===== src/rtl/energy_window_monitor.sv =====
// Windowed energy delta sampler with drain FIFO and hysteretic throttle.
// Optional peak tracking: define ENERGY_MON_PEAK_EN.
module energy_window_monitor #(
  parameter int WINDOW_CYCLES = 1024,
  parameter int FIFO_DEPTH    = 4,
  parameter int DELTA_W       = 32
) (
  input  logic               i_clk,
  input  logic               i_reset,
  input  logic               i_enable,
  input  logic [63:0]        i_total_energy_pj,
  input  logic [63:0]        i_dynamic_energy_pj,
  input  logic [DELTA_W-1:0] i_budget_pj,
  input  logic [DELTA_W-1:0] i_hyst_pj,
  output logic               o_sample_valid,
  input  logic               i_sample_ready,
  output logic [DELTA_W-1:0] o_sample_total_pj,
  output logic [DELTA_W-1:0] o_sample_dyn_pj,
  output logic               o_overflow,
  output logic [15:0]        o_drop_count,
  output logic               o_throttle_req,
  output logic [31:0]        o_window_count,
  output logic [DELTA_W-1:0] o_peak_window_pj
);

  localparam int CW = $clog2(WINDOW_CYCLES);
  localparam int AW = $clog2(FIFO_DEPTH);

  typedef enum logic {IDLE, THROT} state_t;

  function automatic logic [DELTA_W-1:0] sat(
    input logic [63:0] v
  );
    if (|v[63:DELTA_W]) return '1;
    return v[DELTA_W-1:0];
  endfunction

  logic               r_armed;
  logic [CW-1:0]      r_wcnt;
  logic [63:0]        r_base_tot;
  logic [63:0]        r_base_dyn;
  logic [AW:0]        r_wp;
  logic [AW:0]        r_rp;
  logic [2*DELTA_W-1:0] r_mem [FIFO_DEPTH];
  logic               r_ovf;
  logic [15:0]        r_drop;
  logic [31:0]        r_wc;
  state_t             r_state;
  state_t             w_state_nx;

  logic               w_close;
  logic [DELTA_W-1:0] w_dtot;
  logic [DELTA_W-1:0] w_ddyn;
  logic [AW:0]        w_used;
  logic               w_empty;
  logic               w_full;
  logic               w_pop;
  logic               w_push;
  logic [2*DELTA_W-1:0] w_head;

  assign w_close = i_enable && r_armed &&
                   (r_wcnt == CW'(WINDOW_CYCLES - 1));
  assign w_dtot  = sat(i_total_energy_pj - r_base_tot);
  assign w_ddyn  = sat(i_dynamic_energy_pj - r_base_dyn);

  assign w_used  = r_wp - r_rp;
  assign w_empty = (r_wp == r_rp);
  assign w_full  = (w_used == (AW+1)'(FIFO_DEPTH));
  assign w_pop   = !w_empty && i_sample_ready;
  assign w_push  = w_close && (!w_full || w_pop);
  assign w_head  = r_mem[r_rp[AW-1:0]];

  always_ff @(posedge i_clk) begin
    if (!i_reset) begin
      r_armed    <= 1'b0;
      r_wcnt     <= '0;
      r_base_tot <= '0;
      r_base_dyn <= '0;
      r_wp       <= '0;
      r_rp       <= '0;
      r_ovf      <= 1'b0;
      r_drop     <= '0;
      r_wc       <= '0;
    end else begin
      if (!i_enable) begin
        r_armed <= 1'b0;
        r_wcnt  <= '0;
      end else if (!r_armed || w_close) begin
        r_armed    <= 1'b1;
        r_wcnt     <= '0;
        r_base_tot <= i_total_energy_pj;
        r_base_dyn <= i_dynamic_energy_pj;
      end else begin
        r_wcnt <= r_wcnt + 1'b1;
      end
      if (w_close) r_wc <= r_wc + 32'd1;
      if (w_pop) r_rp <= r_rp + 1'b1;
      if (w_push) r_wp <= r_wp + 1'b1;
      if (w_close && !w_push) begin
        r_ovf <= 1'b1;
        if (r_drop != 16'hFFFF) r_drop <= r_drop + 16'd1;
      end
    end
  end

  // Storage is not reset; the head is masked while empty.
  always_ff @(posedge i_clk) begin
    if (w_push) r_mem[r_wp[AW-1:0]] <= {w_dtot, w_ddyn};
  end

  always_ff @(posedge i_clk) begin
    if (!i_reset) r_state <= IDLE;
    else          r_state <= w_state_nx;
  end

  always_comb begin
    w_state_nx = r_state;
    if (i_budget_pj == '0) begin
      w_state_nx = IDLE;
    end else if (w_close) begin
      unique case (r_state)
        IDLE:
          if (w_dtot > i_budget_pj) w_state_nx = THROT;
        THROT:
          if (({1'b0, w_dtot} + {1'b0, i_hyst_pj}) <
              {1'b0, i_budget_pj})
            w_state_nx = IDLE;
        default: w_state_nx = IDLE;
      endcase
    end
  end

`ifdef ENERGY_MON_PEAK_EN
  logic [DELTA_W-1:0] r_peak;
  always_ff @(posedge i_clk) begin
    if (!i_reset) r_peak <= '0;
    else if (w_close && (w_dtot > r_peak)) r_peak <= w_dtot;
  end
  assign o_peak_window_pj = r_peak;
`else
  assign o_peak_window_pj = '0;
`endif

  assign o_sample_valid    = !w_empty;
  assign o_sample_total_pj = w_empty ? '0 : w_head[2*DELTA_W-1:DELTA_W];
  assign o_sample_dyn_pj   = w_empty ? '0 : w_head[DELTA_W-1:0];
  assign o_overflow        = r_ovf;
  assign o_drop_count      = r_drop;
  assign o_throttle_req    = (r_state == THROT);
  assign o_window_count    = r_wc;

endmodule


===== config.mk =====
export PLATFORM = sky130hd
export DESIGN_NAME = energy_window_monitor
export DESIGN_NICKNAME = d
export VERILOG_FILES = /design/src/rtl/energy_window_monitor.sv
export SDC_FILE = /design/constraint.sdc
export NUM_CORES = 1
export LEC_CHECK = 0
export ABC_CLOCK_PERIOD_IN_PS = 7000
export CORE_ASPECT_RATIO = 1.25
export CORE_MARGIN = 2
export CORE_UTILIZATION = 52
export DETAILED_ROUTE_END_ITERATION = 10
export PLACE_DENSITY = 0.84
export SYNTH_ARGS = -nofsm -noshare
export SYNTH_HDL_FRONTEND = slang
export SYNTH_SLANG_ARGS = --single-unit
export TNS_END_PERCENT = 100

===== constraint.sdc =====
create_clock -name i_clk -period 7 [get_ports i_clk]
set_input_delay 0.7 -clock i_clk [delete_from_list [all_inputs] [get_ports i_clk]]
set_output_delay 0.7 -clock i_clk [all_outputs]
set_load 0.01 [all_outputs]

==> run_1/layer_met3.png <==
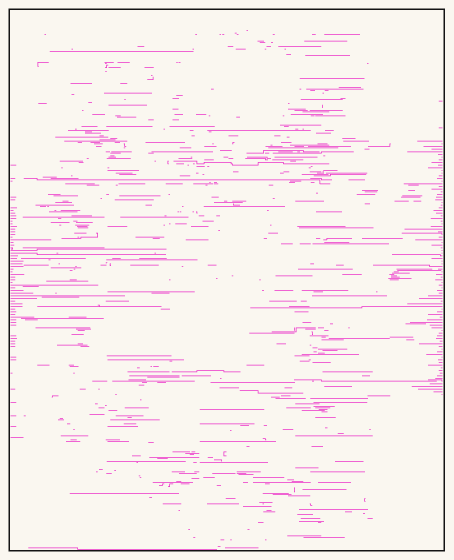
wire length on this layer: 6100 µm
nets with wire on the layer: 506

==> run_1/layer_met2.png <==
Bar = 50 µm.
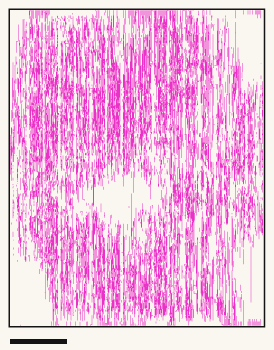
wire length on this layer: 47.2 mm
nets with wire on the layer: 3806
longest straight run: 77.2 µm
share of all routed wire: 49%
met2 Resource Use GR: 52.84%
overall via count from detail_route: 27670
final wirelength: 96.07 mm

==> run_1/wires.png <==
Bar = 50 µm. Only two layers are drawn.
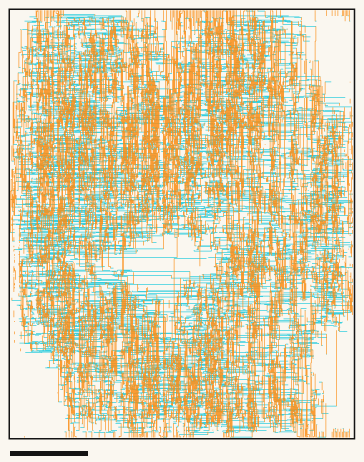
[metal 1] cyan | wire length: 38.0 mm
[metal 2] orange | wire length: 47.2 mm

## run 1: layout by cell type (no fill, tap or decap), types with 29 or more instances in the layout
cell	netlist	routed
a21boi_0	147	147
a21o_1	81	81
a21oi_1	206	177
and2_1	120	114
and3_1	33	32
buf_4	36	431
clkbuf_16	0	48
clkdlybuf4s50_1	0	267
conb_1	1	32
dfxtp_1	197	190
edfxtp_1	256	256
ha_1	232	192
ha_4	0	39
inv_1	196	196
mux4_2	64	64
nand2_1	443	439
nand3_1	53	51
nand4_1	106	106
nor2_1	147	146
nor3_1	67	61
o21a_1	30	30
o21ai_0	119	98
or3_1	33	29
xnor2_1	100	99
xor2_1	65	63
## run 1: layout make-up
cell class,instances,area [µm²],area share [%]
Antenna cell,4,10.01,0.02500
Inverter,197,739.5,1.847
Tap cell,757,947.2,2.366
Timing Repair Buffer,749,6510,16.26
Sequential cell,453,11640,29.08
Clock buffer,63,1311,3.276
Multi-Input combinational cell,2465,18480,46.16
Clock inverter,26,392.9,0.9814
## run 1: through the flow
stage | utilization (%) | hold WS (ns) | std cells
after global routing | 68.60 | 0.3587 | 4711
after CTS | 67.41 | 0.3366 | 4690
after floorplan | - | 0.4299 | 3311
after detailed placement | 63.58 | 0.4569 | 4580
after global placement | 63.58 | 0.4441 | 4580
final | 68.61 | 0.3660 | 4714
## run 1: flip-flops by register name, summed over array words and instances, names as in the netlist, named ones only
| signal | flops |
|---|---|
| r_armed | 1 |
| o_throttle_req | 1 |
| o_drop_count | 16 |
| r_wp | 3 |
| r_base_tot | 64 |
| o_overflow | 1 |
| r_base_dyn | 64 |
| r_mem | 256 |
| o_window_count | 32 |
| r_wcnt | 10 |
| r_rp | 3 |
## run 1: power groups by stage
stage	Sequential (mW)	Clock, mW	Combinational, mW
6_report	2.84	2.76	1.91
3_3_place_gp	2.90	0	1.71
4_1_cts	2.84	2.79	1.80
5_1_grt	2.85	2.88	2.06
3_5_place_dp	2.90	0	1.73
2_1_floorplan	2.90	0	1.05
## run 1: routing by layer
metal	vias to the layer above	part of all wire, %	GRT usage, %
met2	1086	49	52.84
met3	264	6.4	3.949
met1	13190	40	36.96
li1	13130	-	-
met4	4	4.9	13.71
met5	-	0.024	0
## run 1: critical path, delay by kind of cell
family	cells	cell delay [ns]
compound gates	14	2.28
buf+inv	10	1.87
simple gates	9	1.67
fa+ha+maj	3	1.05
xor+xnor	1	0.20
## run 1: repair_timing
item	4_1_cts	5_1_grt
hold endpoints to repair	0	0
resized	99	107
pin swaps	56	44
setup buffers	19	20
cloned	2	0
setup endpoints to repair	1	1
## run 1: worst max path at each step
stage / from / to / cells after the start
after floorplan: i_total_energy_pj[49] / o_throttle_req / 36
after global placement: i_total_energy_pj[0] / o_throttle_req / 39
after detailed placement: i_total_energy_pj[0] / o_throttle_req / 39
after CTS: r_base_tot[0] / o_throttle_req / 36
after global routing: r_base_tot[4] / o_throttle_req / 37
final: i_total_energy_pj[26] / o_throttle_req / 37
==> Changelog: implementation, run 1 <==
### Implementation results

* EDFF count, synth at about 260
* Skew final at between 0.03 and 0.04 ns
* Die area at just over 60000 µm²
* Fraction of layout cells with a size suffix above 1 at between 20% and 30%
* Async SR Flop Fraction at 0%
* IO Count at between 300 and 400
* Initial antenna violation count at 5
* Clk latency late pin at 0.63 ns
* Adders+Majority by Area at 9.680%
* Crit-path max FO at 7
* Die x size at between 200 and 250 µm
* Power Dens Cells at about 190 nW/µm²
* Largest family of logic cells by area: simple AND/OR/NAND/NOR gates
* First-pass GRT wire length at around 150 mm
* Fin crit period at ~7.3 ns
* GP Congestion at 0.9930
* Power Total at around 7.5 mW
* DRT antenna net count at 0
* Final Instance Area at approximately 40000 µm²
* CTS tree: built
* # hold bufs at CTS at 0
* Dpl cell area at approximately 37000 µm²
* Kind of critical path: in2reg
* Avg WL per Cell at a little over 20 µm
* Initial Util at a little over half
* R2R Setup Slk at -0.28 ns
* Most frequent cell after synthesis: nand2_1
* H-tree Lvls at 2
* Switch Pwr at about 2.2 mW
* Clock tree buffer depth at 3
* Critical Path End Type: register
* Critical Path Start Type: primary input
* Total GRT Usage at between 30% and 40%
* Fmax at around 0.14 GHz
* Reg power frac at 37.9%
* Via-to-Cell Ratio at roughly 6
* Tool warnings at 33
* Most common reg cell: edfxtp_1
* Rel. slew slack at between 30% and 40%
* Total negative slack at -0.2955 ns
* Basic Gates by Area at approximately 19%
* Num Clock Sinks at approximately 450
* Crit path DAT at approximately 7.8 ns
* Layout net count at around 4300
* Max incr delay on CP at 0.47 ns
* RSZ-0062 raised after global routing: true
* Clock root buffer master: clkbuf_16
* WP data required at 7.49 ns
* Final worst slack at -0.2955 ns
* Final setup fails at 1
* Yosys stat area at about 31000 µm²
* Post-synth cell types at around 96
* Aoi share at roughly 18%
* Number of global-route vias before repair at ~27000
* Clock-pin slew on the worst setup and hold paths at around 0.060 ns
* Multiplexer share at 5.004%
* Switching Share at between 20% and 30%
* R2R Path Start: r_base_tot[4]
* Most frequent cell on the critical path: buf_4
* Dominant cell type by area after synthesis: edfxtp_1
* WHS Path Cells at 3
* Number of cells on the worst reg-to-reg path at 37
* Hold Path Sink: r_base_tot[0]
* Ys cells at ~3300
* Failing checks: setup timing
* Top cell area share at approximately 25%
* Yosys warning count at 0
* Total iterations of the first detailed-routing run at 7
* Largest net degree at the start of global routing at slightly below 80
* Int Power at roughly 5.3 mW
* Avg Inst Size Synth at approximately 9.3 µm²
* Post-route DRC at 0
* Final period util at 104.2%
* Worst VDD drop at 0.0002185 V
* Gr ovfl total at 0
* Max Transition Viols Final at 0
* Worst slack at placement at -1.307 ns
* Cell count after synthesis at ~3300
* DP HPWL at around 71 mm
* # fillers at 4339
* Mapped Area at 30610 µm²
* Row count at between 90 and 100
* Register share after synthesis at between 30% and 40%
* Largest cells by area after synthesis: edfxtp_1, dfxtp_1, ha_1
* Hold Path Origin: i_total_energy_pj[0]
* Die height at 275.2 µm
* Crit Reg-Reg Endpoint: o_throttle_req
* P&R area growth vs syn at 30.79%
* Max-cap viol count at 0
* Worst Max-Slew Pin Slew at between 0.9 and 1 ns
* Status: finished, violations left
* Flops & latches, synth at around 450
* Worst hold path type: in2reg
* Leak pwr at between 15 and 20 nW
* XOR/XNOR Area Share at 4.775%
* Comb pwr share at between 20% and 30%
* Post-synth top cells: nand2_1, edfxtp_1, ha_1
* Slowest CP cell: clkdlybuf4s50_1
* Clock Power Share at 36.8%
* Core Box Area at a little under 60000 µm²
* IO Port Bufs at 310
* TritonCTS buffer count at 48
* Endpoints failing hold at 0
* DRT iter0 DRCs at between 2000 and 2500
==> run 1 -> run 2 <==
--- a/config.mk
+++ b/config.mk
@@ -10,7 +10,9 @@
 export CORE_MARGIN = 2
 export CORE_UTILIZATION = 52
 export DETAILED_ROUTE_END_ITERATION = 10
+export HOLD_SLACK_MARGIN = 0.08
 export PLACE_DENSITY = 0.84
+export SLEW_MARGIN = 15
 export SYNTH_ARGS = -nofsm -noshare
 export SYNTH_HDL_FRONTEND = slang
 export SYNTH_SLANG_ARGS = --single-unit
==> run_2/layer_met2.png <==
Bar = 50 µm.
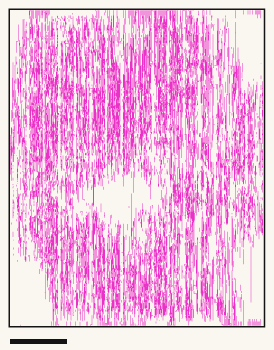
share of all routed wire: 49%
longest straight run: 77.2 µm
main direction: vertical
nets with wire on the layer: 3806

==> run_2/power_grid.png <==
Bar = 50 µm. Pins as bars on the die edge.
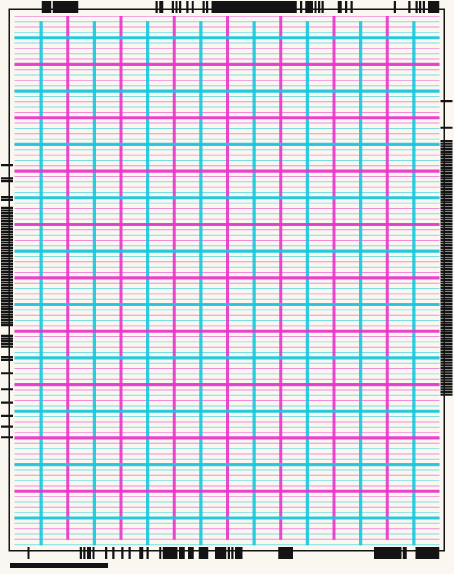
[VSS] cyan
[VDD] magenta
rows: 99
signal pins: 343
met1 rails: 100
met5 straps: 19
die height: 275.2 µm
Core Box Area: 58340 µm²
die x size: 221.0 µm
Worst VDD drop: 0.0002185 V

==> Changelog: implementation, run 2 <==
### Implementation results

* TritonCTS buffer count at around 48
* DRT iter0 DRCs at around 2200
* Fraction of layout cells with a size suffix above 1 at about a fifth
* WP data required at 7.49 ns
* XOR/XNOR Area Share at between 4 and 5%
* Yosys warning count at 0
* Layout net count at 4345
* Post-synth cell types at 96
* Initial Util at between 50% and 60%
* Final worst slack at -0.2955 ns
* IO Count at ~340
* Adders+Majority by Area at 9.680%
* Aoi share at between 15 and 20%
* Final setup fails at 1
* Critical Path End Type: register
* Clock tree buffer depth at 3
* Row count at 99
* Cell count after synthesis at roughly 3300
* Top cell area share at between 20% and 30%
* Skew final at between 0.03 and 0.04 ns
* Most frequent cells in the layout: nand2_1, buf_4, clkdlybuf4s50_1
* Crit Reg-Reg Endpoint: o_throttle_req
* Fin crit period at 7.295 ns
* Power Dens Cells at 187.6 nW/µm²
* Clock-pin slew on the worst setup and hold paths at 0.06 ns
* Rel. slew slack at 34.83%
* Total iterations of the first detailed-routing run at 7
* Final period util at 104.2%
* Slowest CP cell: clkdlybuf4s50_1
* CTS tree: built
* Crit path DAT at just under 8 ns
* Failing checks: setup timing
* Fin util at 68.61%
* Largest family of logic cells by area: simple AND/OR/NAND/NOR gates
* Multiplexer share at approximately 5%
* H-tree Lvls at 2
* Num Clock Sinks at approximately 450
* Number of cells on the worst reg-to-reg path at 37
* GP Congestion at between 0.9 and 1
* Endpoints failing hold at 0
* Basic Gates by Area at between 10% and 20%
* IO Port Bufs at a little over 300
* DP HPWL at roughly 71 mm
* Avg Inst Size Synth at 9.331 µm²
* Die area at a little over 60000 µm²
* Post-synth top cells: nand2_1, edfxtp_1, ha_1
* Clk latency late pin at between 0.6 and 0.7 ns
* Gr ovfl total at 0
* Most common reg cell: edfxtp_1
* Dominant cell type by area after synthesis: edfxtp_1
* Final wirelength at 96.07 mm
* Most numerous logic cell after layout: nand2_1
* Max Transition Viols Final at 0
* Number of global-route vias before repair at ~27000
* Clock root buffer master: clkbuf_16
* Avg WL per Cell at between 20 and 25 µm
* Minimum hold slack at ~0.37 ns
* Hold Path Origin: i_total_energy_pj[0]
* Worst Max-Slew Pin Slew at about 0.98 ns
* Largest cells by area after synthesis: edfxtp_1, dfxtp_1, ha_1
* Initial antenna violation count at 5
* Largest net degree at the start of global routing at ~79
* Overall via count from detail_route at around 28000
* Mapped Area at around 31000 µm²
* Hold Path Sink: r_base_tot[0]
* Kind of critical path: in2reg
* Post-route DRC at 0
* Via-to-Cell Ratio at roughly 5.9
* Worst hold path type: in2reg
* WHS Path Cells at 3
* RSZ-0062 raised after global routing: true
* Total GRT Usage at about 30%
* Number of flip-flops in the largest register at around 260
* Status: finished, violations left
* R2R Setup Slk at -0.28 ns
* Power Total at about 7.5 mW
* Leak pwr at 16.08 nW
* Yosys stat area at a little over 30000 µm²
* EDFF count, synth at 256
* Most frequent cell after synthesis: nand2_1
* R2R Path Start: r_base_tot[4]
* Register share after synthesis at a little under two fifths
* Flops & latches, synth at 453
* Most frequent cell on the critical path: buf_4
* Tool warnings at 33
* Async SR Flop Fraction at 0%
* Placed Cells at between 4000 and 5000
* Max incr delay on CP at around 0.47 ns
* Max-cap viol count at 0
* Critical Path Start Type: primary input
* Ys cells at around 3300
* Total negative slack at -0.2955 ns
* Crit-path max FO at 7
* DRT antenna net count at 0
* First-pass GRT wire length at 146.0 mm
* Filler-free cell count of the finished design at 4714
* # hold bufs at CTS at 0
* Fmax at between 0.1 and 0.15 GHz
* P&R area growth vs syn at 30.79%
-- run 2: repair_timing --
item	CTS	global route
endpoints found under the setup margin	1	1
buffers inserted	19	20
pin swaps	56	44
cloned	2	0
gates resized	99	107
-- run 2: kinds of logic after synthesis --
kind of cell / count (synthesis)
adder cells (fa/ha/maj): 235
multiplexers: 73
AND/OR/NAND/NOR: 1155
other: 1
AND-OR/OR-AND: 804
XOR/XNOR: 166
buffers and inverters: 393
flip-flops: 453
-- run 2: routing by layer --
layer | track usage [%] | part of all wire (%)
met3 | 3.949 | 6.4
met5 | 0 | 0.024
met4 | 13.71 | 4.9
met2 | 52.84 | 49
met1 | 36.96 | 40
-- run 2: area by class of cell --
type                    instances  area [µm²]
clock inverters                26       392.9
inverters                     197       739.5
fillers                      4339       18310
well taps                     757       947.2
multi-input cells            2465       18480
diodes                          4       10.01
repair buffers                749        6510
clock buffers                  63        1311
flip-flops and latches        453       11640
-- run 2: how the worst max path moves through the flow --
| stage | start | endpoint | slack, ns | cells after the start |
|---|---|---|---|---|
| finish | i_total_energy_pj[26] | o_throttle_req | -0.30 | 37 |
| global route | r_base_tot[4] | o_throttle_req | -0.58 | 37 |
| CTS | r_base_tot[0] | o_throttle_req | -0.30 | 36 |
| detailed placement | i_total_energy_pj[0] | o_throttle_req | -1.31 | 39 |
| global placement | i_total_energy_pj[0] | o_throttle_req | -1.16 | 39 |
| floorplan | i_total_energy_pj[49] | o_throttle_req | -0.06 | 36 |
-- run 2: where the power goes --
part	internal, mW	switching (mW)	leakage (nW)
Combinational	0.863	1.04	10.6
Clock	1.60	1.16	0.823
Sequential	2.82	0.0211	4.64
-- run 2: critical path: cells and delay by family --
family                   cells  cell delay, ns
XOR/XNOR                     1            0.20
AND-OR/OR-AND               14            2.28
buffers and inverters       10            1.87
AND/OR/NAND/NOR              9            1.67
adder cells (fa/ha/maj)      3            1.05
-- run 2: stage by stage --
step           setup slack, ns  instance area, µm²
2_1_floorplan         -0.05738               30990
3_3_place_gp            -1.155               37100
3_5_place_dp            -1.307               37100
4_1_cts                -0.2968               39330
5_1_grt                -0.5831               40020
6_report               -0.2955               40030
Power and IR drop assume default switching activity.
